Fig. 1: routed metal, one color a layer
Only two layers are drawn.
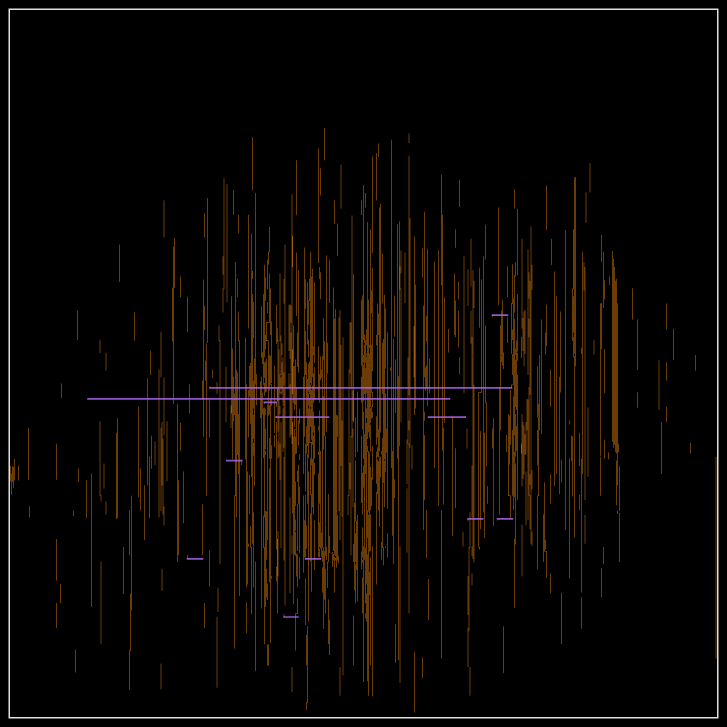
Fig. 2: routing congestion map
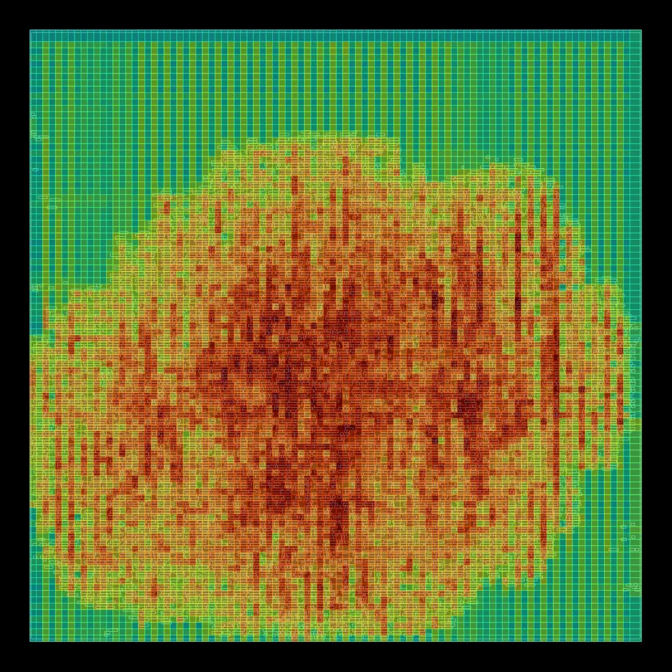
Fig. 3: register map, names as in the netlist
Bar = 200 um. Other sequential cells in the stronger gray, the rest of the logic in the fainter gray.
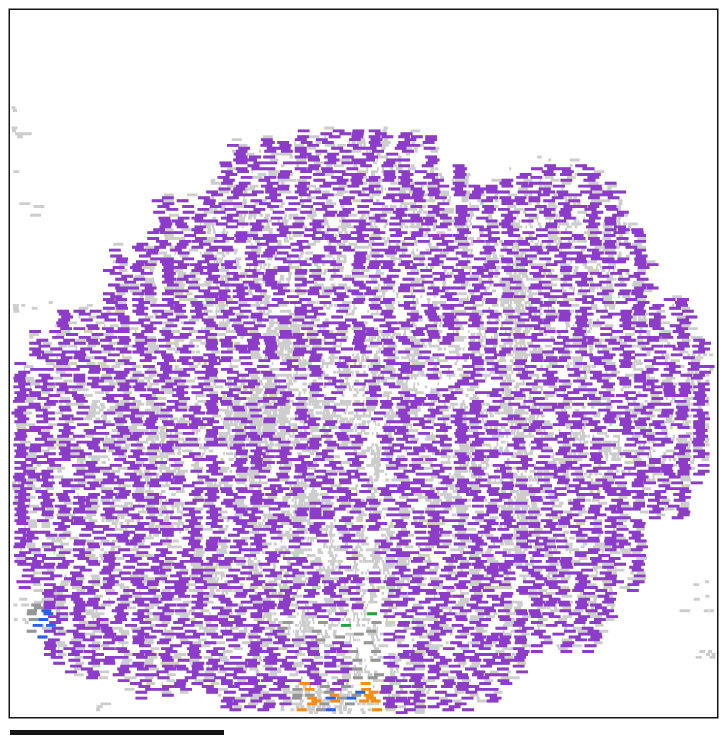
## src/rtl/data_mem_responder.sv

```systemverilog
// data_mem_responder: 256-word read-first data RAM plus LED/switch/counter/error MMIO page; clk, rst_n, addr_mem/wdata_mem/write_mem in, rdata_mem (1-cycle registered) out, sw_in in, led_out out
module data_mem_responder #(
  parameter int RAM_WORDS = 256,
  parameter int LED_W     = 10,
  parameter int SW_W      = 10
) (
  input  logic             clk,
  input  logic             rst_n,
  input  logic [8:0]       addr_mem,
  input  logic [15:0]      wdata_mem,
  input  logic             write_mem,
  output logic [15:0]      rdata_mem,
  input  logic [SW_W-1:0]  sw_in,
  output logic [LED_W-1:0] led_out
);
  logic [15:0] ram [RAM_WORDS];
  logic [SW_W-1:0] sw_q1, sw_q2;
  logic [15:0] cnt;
  logic [1:0] err;
  logic is_ram, is_led, is_sw, is_cnt, is_err, is_bad;
  logic [15:0] rd;
  assign is_ram = !addr_mem[8];
  assign is_led = addr_mem == 9'h100;
  assign is_sw  = addr_mem == 9'h140;
  assign is_cnt = addr_mem == 9'h180;
  assign is_err = addr_mem == 9'h1C0;
  assign is_bad = addr_mem[8] && !(is_led || is_sw || is_cnt || is_err);
  assign rd = is_ram ? ram[addr_mem[7:0]] :
              is_led ? 16'(led_out) :
              is_sw  ? 16'(sw_q2) :
              is_cnt ? cnt :
              is_err ? {14'b0, err} : 16'h0000;
  always_ff @(posedge clk or negedge rst_n)
    if (!rst_n) begin
      rdata_mem <= '0;
      led_out   <= '0;
      sw_q1     <= '0;
      sw_q2     <= '0;
      cnt       <= '0;
      err       <= '0;
    end else begin
      if (write_mem && is_ram) ram[addr_mem[7:0]] <= wdata_mem;
      rdata_mem <= rd;
      sw_q1     <= sw_in;
      sw_q2     <= sw_q1;
      led_out   <= (write_mem && is_led) ? wdata_mem[LED_W-1:0] : led_out;
      cnt       <= (write_mem && is_cnt) ? wdata_mem : cnt + 16'd1;
      err       <= (write_mem && is_err) ? 2'b00 : {err[1] | is_bad, err[0] | (write_mem && is_sw)};
    end
endmodule

```

## config.mk

```make
export PLATFORM = sky130hd
export DESIGN_NAME = data_mem_responder
export DESIGN_NICKNAME = d
export VERILOG_FILES = /design/src/rtl/data_mem_responder.sv
export SDC_FILE = /design/constraint.sdc
export NUM_CORES = 2
export LEC_CHECK = 0
export ABC_CLOCK_PERIOD_IN_PS = 4100
export CORE_MARGIN = 1
export CORE_UTILIZATION = 37
export CTS_CLUSTER_DIAMETER = 50
export DETAILED_ROUTE_END_ITERATION = 6
export GPL_TIMING_DRIVEN = 0
export HOLD_SLACK_MARGIN = 0.1
export SYNTH_ARGS = -nofsm -noshare
export SYNTH_HDL_FRONTEND = slang
export SYNTH_SLANG_ARGS = --single-unit
```

## constraint.sdc

```tcl
create_clock -name clk -period 4.1 [get_ports clk]
set_clock_uncertainty 0.05 [all_clocks]
set_input_delay 0.615 -clock clk [delete_from_list [all_inputs] [get_ports clk]]
set_output_delay 0.615 -clock clk [all_outputs]
set_load 0.05 [all_outputs]
```

==> impl_table.tex <==
% Yosys + OpenROAD metrics
\begin{tabular}{lr}
\hline
Metric & Value \\
\hline
\multicolumn{2}{l}{\textbf{Global route}} \\
\quad Largest net degree at the start of global routing & 161 \\
\quad Wire length of the first global-routing pass & about 770,000 um \\
\quad Remaining Overflow, GRT & 0 \\
\quad Met2 Use GR & 0.392 \\
\multicolumn{2}{l}{\textbf{Min path}} \\
\quad Endpoint, Worst Hold & ram[181][8]\$\_DFFE\_PP\_ \\
\quad Worst hold path class & input port to flip-flop \\
\quad Worst hold start & wdata\_mem[8] \\
\quad Number of cells on the worst hold path & 1 \\
\multicolumn{2}{l}{\textbf{Clock tree}} \\
\quad Count of instances resized after the clock tree is built & between 300 and 400 \\
\quad CTS Hold Buffers Added & 24 \\
\quad Number of buffers added by the clock tree synthesis step & around 430 \\
\quad Worst-Skew Late Latency & 1.05 ns \\
\multicolumn{2}{l}{\textbf{Worst setup path}} \\
\quad Ordered list of cells on the worst path & clkdlybuf4s15\_2 > buf\_6 > buf\_6 > buf\_6 > buf\_6 > buf\_4 > mux2i\_1 > o22ai\_2 > nor2\_1 > o21ai\_2 > o211ai\_1 > a222oi\_1 \\
\quad Setup crit end kind & flip-flop \\
\quad Cell type group with the largest total delay on the critical path & buffers and inverters \\
\quad Startpoint-to-endpoint class of the critical path & input port to flip-flop \\
\quad Most prevalent standard cell on the critical path & sky130\_fd\_sc\_hd\_\_buf\_6 \\
\quad Reg2reg path depth & 6 \\
\quad Worst stage delay on the critical path & between 1 and 1.5 ns \\
\quad CP arrival & 5.33 ns \\
\quad CP startpoint kind & input port \\
\quad R2r endpoint & rdata\_mem[4]\$\_DFF\_PN0\_ \\
\quad Buffering stage count on the worst path with inverters included & 6 \\
\quad Worst-case register-to-register setup slack & 0.44 ns \\
\multicolumn{2}{l}{\textbf{Placed design}} \\
\quad Buffers added on ports & between 60 and 70 \\
\quad Routability congestion estimate from global placement & between 1 and 1.5 \\
\quad Number of placed cells counting well taps & 13,500 \\
\quad Worst-case setup slack after placement & -2.98 ns \\
\multicolumn{2}{l}{\textbf{Floorplan}} \\
\quad Std cell rows & around 240 \\
\quad Floorplan-stage core utilization & 0.372 \\
\quad Core Box Area & 432,000 um\^{}2 \\
\quad Die Area & $\sim$440,000 um\^{}2 \\
\quad Die width & 661 um \\
\quad Vertical die dimension & between 600 and 700 um \\
\quad Top-level port count & 64 \\
\multicolumn{2}{l}{\textbf{Timing}} \\
\quad Worst hold margin & 0.0661 ns \\
\quad Final worst path period share & 1.11 \\
\quad Fmax & 0.219 GHz \\
\quad Final worst slack & -0.468 ns \\
\quad Setup violations, final & a little under 1,000 \\
\quad Final Max Tran Viols & 28 \\
\quad Hold violation total from the final report & 0 \\
\quad Unrepaired setup endpoints after global routing & true \\
\quad Max-Slew Margin vs Limit & -0.0451 \\
\quad Total Negative Setup Slacks & -74.41 ns \\
\multicolumn{2}{l}{\textbf{Synth}} \\
\quad Largest cells by area after synthesis & sky130\_fd\_sc\_hd\_\_edfxtp\_1 77\%, sky130\_fd\_sc\_hd\_\_mux4\_2 11\%, sky130\_fd\_sc\_hd\_\_mux2i\_1 2.9\% \\
\quad Yosys warning count & 0 \\
\quad Yosys Chip Area & $\sim$160,000 um\^{}2 \\
\quad Fraction of synthesis flops using an asynchronous set or reset pin & 0.0154 \\
\quad Number of nets at floorplan & approximately 7,500 \\
\quad Yosys top cell by area & sky130\_fd\_sc\_hd\_\_edfxtp\_1 \\
\quad Area share of the largest cell type after synthesis & 0.765 \\
\quad Register area share after synthesis & 0.775 \\
\quad Total standard cell area after synthesis & $\sim$160,000 um\^{}2 \\
\quad Seq cells post-synth & between 4,000 and 5,000 \\
\multicolumn{2}{l}{\textbf{Power}} \\
\quad Sequential-cell power consumption & 46.9 mW \\
\quad Power drawn by the clock network & roughly 39 mW \\
\quad Part of the power in registers & 0.513 \\
\quad Total power divided by cell area & 480 nW/um\^{}2 \\
\multicolumn{2}{l}{\textbf{Finish}} \\
\quad Post-layout nets & roughly 8,300 \\
\quad Design area & between 150,000 and 200,000 um\^{}2 \\
\quad Share of final-layout standard cells stronger than drive strength 1 & 0.295 \\
\quad Most frequent cells in the layout & 4,096 x sky130\_fd\_sc\_hd\_\_edfxtp\_1, 789 x sky130\_fd\_sc\_hd\_\_mux4\_2, 463 x sky130\_fd\_sc\_hd\_\_mux2i\_1, 433 x sky130\_fd\_sc\_hd\_\_clkbuf\_16, 249 x sky130\_fd\_sc\_hd\_\_buf\_8 \\
\multicolumn{2}{l}{\textbf{Drt}} \\
\quad Drt via density & slightly above 6 \\
\quad DRC violations left & 0 \\
\quad Via total after detailed routing & between 80,000 and 90,000 \\
\multicolumn{2}{l}{\textbf{Status}} \\
\quad Status & complete, but fails checks \\
\quad Violated checks & max-capacitance violations, max-slew violations, negative setup slack \\
\multicolumn{2}{l}{\textbf{Flow run}} \\
\quad Count of maximum capacitance violations & 3 \\
\hline
\end{tabular}
Back to the opening pictures, Fig. 1:
| color | layer | wire length |
|---|---|---|
| purple | met5 | 809 um |
| orange | met4 | 41.2 mm |

Back to the opening pictures, Fig. 2:
routed wirelength normalized by instance count: 40.6 um
global route hottest layer: met2
met3 Usage GRT: 0.0925
met1 Track Usage GR: 0.332

Back to the opening pictures, Fig. 3:
| color | name in the netlist | flops |
|---|---|---|
| green | err | 2 |
| purple | ram | 4,096 |
| orange | rdata_mem | 16 |
| blue | sw_q2 | 10 |
not colored: 36

[synthesized netlist by cell type, types with 34 or more instances]
| library cell | count |
|---|---|
| sky130_fd_sc_hd__buf_6 | 68 |
| sky130_fd_sc_hd__a21oi_1 | 167 |
| sky130_fd_sc_hd__edfxtp_1 | 4096 |
| sky130_fd_sc_hd__a22oi_1 | 203 |
| sky130_fd_sc_hd__buf_2 | 105 |
| sky130_fd_sc_hd__mux4_2 | 789 |
| sky130_fd_sc_hd__o22ai_1 | 83 |
| sky130_fd_sc_hd__mux4_1 | 34 |
| sky130_fd_sc_hd__clkbuf_1 | 125 |
| sky130_fd_sc_hd__a22o_1 | 35 |
| sky130_fd_sc_hd__mux2i_1 | 466 |
| sky130_fd_sc_hd__nor2_1 | 341 |
| sky130_fd_sc_hd__o211ai_1 | 37 |
| sky130_fd_sc_hd__dfrtp_1 | 64 |
| sky130_fd_sc_hd__mux2_2 | 66 |
| sky130_fd_sc_hd__buf_4 | 50 |
| sky130_fd_sc_hd__o21ai_0 | 90 |
| sky130_fd_sc_hd__nand3_1 | 59 |
| sky130_fd_sc_hd__nand2_1 | 149 |
| sky130_fd_sc_hd__a221oi_1 | 100 |
[area by class of cell]
type	count	area, um^2
diodes	40	100
repair buffers	390	6310
inverters	13	52.6
clock inverters	293	2820
clock buffers	499	11100
flip-flops and latches	4160	125000
fillers	36000	241000
well taps	5710	7140
multi-input cells	2866	34700
plain buffers	427	3700
[state kept, by name, summed over array words and instances, names as in the netlist]
register,flops
cnt,16
err,2
led_out,10
ram,4096
rdata_mem,16
sw_q1,10
sw_q2,10
[worst reg2reg max path: stages, from the launching register on]
cell and delay (ns):
sky130_fd_sc_hd__edfxtp_1 0.36, sky130_fd_sc_hd__mux4_2 0.49, sky130_fd_sc_hd__a221o_1 0.43, sky130_fd_sc_hd__a221oi_2 0.50, sky130_fd_sc_hd__nand4_1 0.76, sky130_fd_sc_hd__a2111oi_2 0.72
sky130_fd_sc_hd__a311oi_1 0.18
[routing by layer]
metal	routed length (um)	vias up
li1	-	33300
met2	257000	6965
met4	41200	24
met5	808	-
met1	208000	47400
met3	76900	1535
[worst max path at each step]
stage                       startpoint                      end  slack (ns)  depth (start not counted)
after floorplan            addr_mem[1]    ram[184][0]$_DFFE_PP_        0.64                         10
after global placement    wdata_mem[6]    ram[184][6]$_DFFE_PP_       -6.77                          1
after detailed placement   addr_mem[3]    ram[65][12]$_DFFE_PP_       -2.98                          9
after CTS                  addr_mem[4]    ram[22][10]$_DFFE_PP_       -0.18                         11
after global routing       addr_mem[4]    ram[231][2]$_DFFE_PP_       -0.07                         11
final                      addr_mem[4]  rdata_mem[14]$_DFF_PN0_       -0.47                         12
[kinds of logic (layout without fill, tap and decap cells)]
kind of cell / Yosys count / in the layout / share of synthesized area
AND-OR/OR-AND: 828 / 828 / 0.0354
XOR/XNOR: 14 / 14 / 0.000763
adder cells (fa/ha/maj): 1 / 1 / 0.0000778
buffers and inverters: 445 / 1622 / 0.0206
flip-flops: 4160 / 4160 / 0.775
multiplexers: 1355 / 1355 / 0.150
other: 0 / 40 / 0
AND/OR/NAND/NOR: 668 / 668 / 0.0182
Power is estimated from default activity; no workload was simulated.
